--- config.mk ---
export PLATFORM = sky130hd
export DESIGN_NAME = ram_fifo_ctrl
export DESIGN_NICKNAME = d
export VERILOG_FILES = /design/src/rtl/ram_fifo_ctrl.sv
export SDC_FILE = /design/constraint.sdc
export NUM_CORES = 1
export LEC_CHECK = 0
export CAP_MARGIN = 30
export CORE_AREA = 2 2 107 109
export CTS_BUF_LIST = sky130_fd_sc_hd__clkbuf_4 sky130_fd_sc_hd__clkbuf_8
export DETAILED_ROUTE_END_ITERATION = 12
export DIE_AREA = 0 0 109 111
export MAX_ROUTING_LAYER = met4
export PLACE_DENSITY = 0.71
export SLEW_MARGIN = 10
export SYNTH_ARGS = -nofsm -noshare
export SYNTH_HDL_FRONTEND = slang
export SYNTH_SLANG_ARGS = --single-unit
--- constraint.sdc ---
create_clock -name clk -period 3.8 [get_ports clk]
set_input_delay 0.76 -clock clk [delete_from_list [all_inputs] [get_ports clk]]
set_output_delay 0.76 -clock clk [all_outputs]
set_load 0.01 [all_outputs]
--- src/rtl/ram_fifo_ctrl.sv ---
// Show-ahead FIFO controller for a 1rw1r RAM macro: port 0 takes pushes, port 1 prefetches
// the next head into the RAM's registered read output, which doubles as the output slot.
module ram_fifo_ctrl #(
    parameter int DBITS = 64,
    parameter int ABITS = 4
) (
    input  logic             clk,
    input  logic             rst_n,
    input  logic             flush,
    input  logic             s_valid,
    output logic             s_ready,
    input  logic [DBITS-1:0] s_data,
    output logic             m_valid,
    input  logic             m_ready,
    output logic [DBITS-1:0] m_data,
    output logic [ABITS:0]   count,
    output logic [ABITS-1:0] ram_addr0,
    output logic             ram_re0,
    output logic [DBITS-1:0] ram_wr0,
    output logic             ram_we0,
    output logic [ABITS-1:0] ram_addr1,
    output logic             ram_re1,
    input  logic [DBITS-1:0] ram_rd1
);

    localparam logic [ABITS:0] RAM_FULL = (ABITS + 1)'(2 ** ABITS);

    logic [ABITS-1:0] wptr;
    logic [ABITS-1:0] rptr;
    logic [ABITS:0]   ram_cnt;
    logic             push;
    logic             pref;

    // s_ready looks only at RAM occupancy, so it never depends on m_ready.
    assign s_ready = (ram_cnt != RAM_FULL);
    assign push    = s_valid & s_ready;
    assign pref    = (ram_cnt != '0) & (~m_valid | m_ready) & ~flush;

    assign ram_addr0 = wptr;
    assign ram_re0   = 1'b0;
    assign ram_wr0   = s_data;
    // The RAM keeps running through reset, so the write strobe is gated by rst_n directly.
    assign ram_we0   = push & ~flush & rst_n;
    assign ram_addr1 = rptr;
    assign ram_re1   = pref;

    assign m_data = ram_rd1;
    assign count  = ram_cnt + {{ABITS{1'b0}}, m_valid};

    // NOTE: only the control state is reset; the RAM contents are left alone because
    // every entry is rewritten before it is read again, and a macro cannot be cleared anyway.
    always_ff @(posedge clk or negedge rst_n) begin
        if (!rst_n) begin
            wptr    <= '0;
            rptr    <= '0;
            ram_cnt <= '0;
            m_valid <= 1'b0;
        end else if (flush) begin
            wptr    <= '0;
            rptr    <= '0;
            ram_cnt <= '0;
            m_valid <= 1'b0;
        end else begin
            // NOTE: non-blocking assignments here, so every branch reads the pre-edge state.
            if (push) wptr <= wptr + ABITS'(1);
            if (pref) rptr <= rptr + ABITS'(1);

            if (push && !pref)      ram_cnt <= ram_cnt + (ABITS + 1)'(1);
            else if (!push && pref) ram_cnt <= ram_cnt - (ABITS + 1)'(1);

            if (pref)         m_valid <= 1'b1;
            else if (m_ready) m_valid <= 1'b0;
        end
    end

endmodule

==> results.txt <==
flow finished, numbers: clock sink total 14, area grow syn2layout -26.88%, CTS root buf clkbuf_8, area of the core 11,080 µm², DIE AREA about 12,000 µm², row count 39, n_diodes 0, Log Warnings 27, FF-to-FF End ram_cnt[4]$_DFFE_PN0P_, Inst Count DP 259, Syn Area/Cell 8.541 µm², H-tree depth 1, Leakage Power approximately 0.55 nW, Worst EP arrival 2.48 ns, Slowest cell on crit path clkdlybuf4s50_1, Final Instance Area 1399 µm², Yosys cell types 36, dpl hpwl 2992 µm, Peak VDD IR 121.3 µV, Top cell excl fill/tap clkdlybuf4s50_1, Max-Cap Viols 0, YS warnings 0, Boundary Pins 279, FMAX 308.7 MHz, fraction of registers with async set/reset 1.000, PortBufs 21, Pwr Total 903.0 µW, vias per cell 3.582, setup ws final 0.5607 ns, post-route setup TNS 0 ns, Top cells excl fill/tap 21 x clkdlybuf4s50_1, 14 x nor2_1, 14 x dfrtp_1, Clock Pin Slew Worst Setup and Hold Paths roughly 0.06 ns, Post-synth regs 14, fa+ha+maj area frac 0.06279, Initial DRC Count a little over 40, Tmin final 3.239 ns, CP startpoint kind input port, Synth Seq Share 0.1831, worst setup path class input port to primary output, Hold Startpoint ram_addr0[3]$_DFFE_PN0P_, DRC Markers 0, endpoints failing hold 0, NetSw 361.1 µW, setup slack, reg-to-reg 0.62 ns, synthesized area 1913 µm², CTS tree yes, hold buffers post-CTS 0, hold path depth 2, grt total ovfl 0, main flop type dfrtp_1, Synth Instances 224, PwrDens 645.5 nW/µm², crit path to ram_we0, share of cells above drive strength 1 0.1083, yosys simple share 0.09941, MUX area fraction 0.03924, RSZ-0062 raised after global routing false, area reported by Yosys stat 1913 µm², Yosys Instances 224, Critical Path End Type primary output, status finished clean, Worst Hold Endpoint ram_addr0[3]$_DFFE_PN0P_, CTS Buf Count 3, FF-to-FF path depth 9, Floorplan Nets 366, Top non-seq family buffers and inverters, crit path from s_valid, most used cell along the critical path clkdlybuf4s50_1, Complex Gates by Area 0.05298, delay of the slowest critical-path stage 0.61 ns, worst r2r src ram_cnt[1]$_DFFE_PN0P_, worst-path cell chain clkdlybuf4s50_1, a21boi_1, buf_4, and3b_1, clkdlybuf4s50_1, Pint 541.8 µW, number of enable flip-flop cells 0, chip width 109 µm, skew final 0.001661 ns, Clk Latency, worst-skew pair 0.26 ns, Final Net Count between 200 and 300, final cell count without fillers between 200 and 300, Final Cycle Share 0.8524, CTS max path bufs 2, largest net degree at the start of global routing 18, actual slew at the worst max-slew pin 0.6709 ns, crit path DRT 3.04 ns, # setup viols final 0, sw frac 0.3999
-- logic make-up (layout without fill, tap and decap cells) --
| kind of cell | Yosys count | count (layout) |
|---|---|---|
| muxes | 7 | 7 |
| and+or+nand+nor | 35 | 35 |
| xor gates and xnor gates | 10 | 10 |
| DFF | 14 | 14 |
| adders and majority gates | 9 | 9 |
| buffers and inverters | 133 | 29 |
| other | 1 | 1 |
| AOI/OAI and AO/OA | 15 | 15 |
-- cell usage after synthesis, types with 2 or more instances --
master    count  area share
nor2_1       14       0.027
clkbuf_1      2      0.0039
dfrtp_1      14        0.18
o21ai_0       2      0.0052
ha_1          8       0.052
buf_4       129        0.51
mux2_1        3       0.018
nand2_1       6       0.012
mux2i_1       3       0.016
xnor2_1       6       0.027
nand3_1       4       0.010
xor2_1        4       0.018
o21ai_1       2      0.0052
nor2b_1       2      0.0065
a21oi_1       4       0.010
-- critical path, delay by kind of cell --
kind,cells,cell delay [ns]
AOI/OAI and AO/OA,1,0.23
buffers and inverters,3,1.32
and+or+nand+nor,1,0.17
-- cell type report --
class,instances,area (µm²)
tap,143,178.9
timing repair buffer,24,232.7
inverter,1,3.754
clock buffer,4,55.05
sequential,14,350.3
fill,1249,9678
multi-input combinational,77,578.1
-- per-layer routing --
metal,global-route usage,share of wire
met5,-,0
met4,0.07350,0.086
met3,0.02763,0.12
met2,0.09441,0.48
met1,0.05108,0.32
-- registers in the layout, summed over array words and instances (netlist names) --
name and cells:
m_valid 1, ram_addr0 4, ram_addr1 4, ram_cnt 5
-- power groups by stage --
stage / clock network [mW] / registers [mW] / logic, mW
finish: 0.153 / 0.273 / 0.477
global route: 0.164 / 0.286 / 0.533
CTS: 0.155 / 0.276 / 0.487
detailed placement: 0 / 0.279 / 0.484
global placement: 0 / 0.273 / 0.471
floorplan: 0 / 0.255 / 0.455
layers.png
Only two layers are drawn.
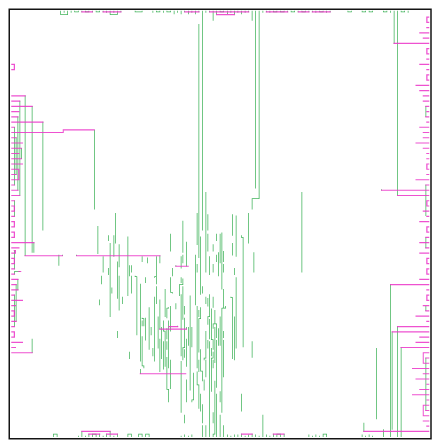
M3: shown in magenta, wire length 425 µm. M2: shown in green, wire length 1,770 µm.
All-Layer GR Usage: 0.06236
via count: 942
Post-Route WL: 3691 µm
post-DR wirelength/cell: 14.03 µm

m1.png
Scale bar: 20 µm. Supply wires on this layer in grey.
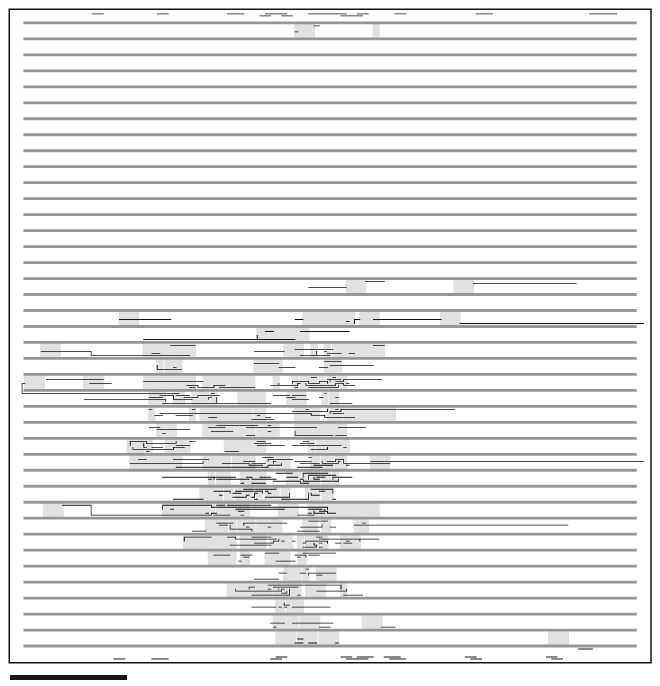
The longest straight run is 46.5 µm. The layer holds 32% of the routed length. The layer carries 1,180 µm of wire. 144 nets have wire on it.
met1 Use GR: 0.05108

congestion_map.png
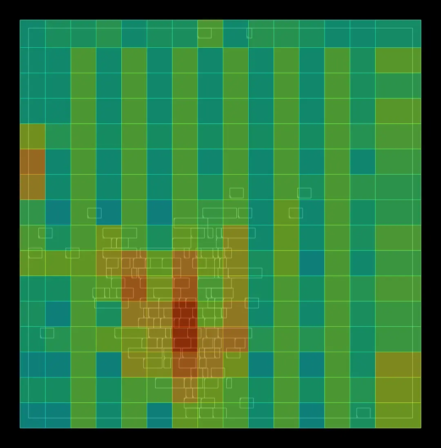
routing usage on met2: 0.09441
GRT busiest layer: met2
met3 Use GR: 0.02763
post-route core utilization: 0.1263

ff_map.png
Scale bar: 20 µm. Other sequential cells in the stronger grey, the rest of the logic in the fainter grey.
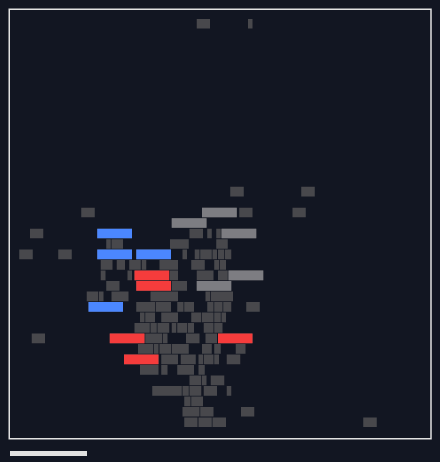
`ram_cnt`: shown in red, flops 5. `ram_addr0`: shown in blue, flops 4, where west.
sequential power: 273 µW
flop share of the area: 0.2504
register area: 350.3 µm²

Power and IR drop assume default switching activity.
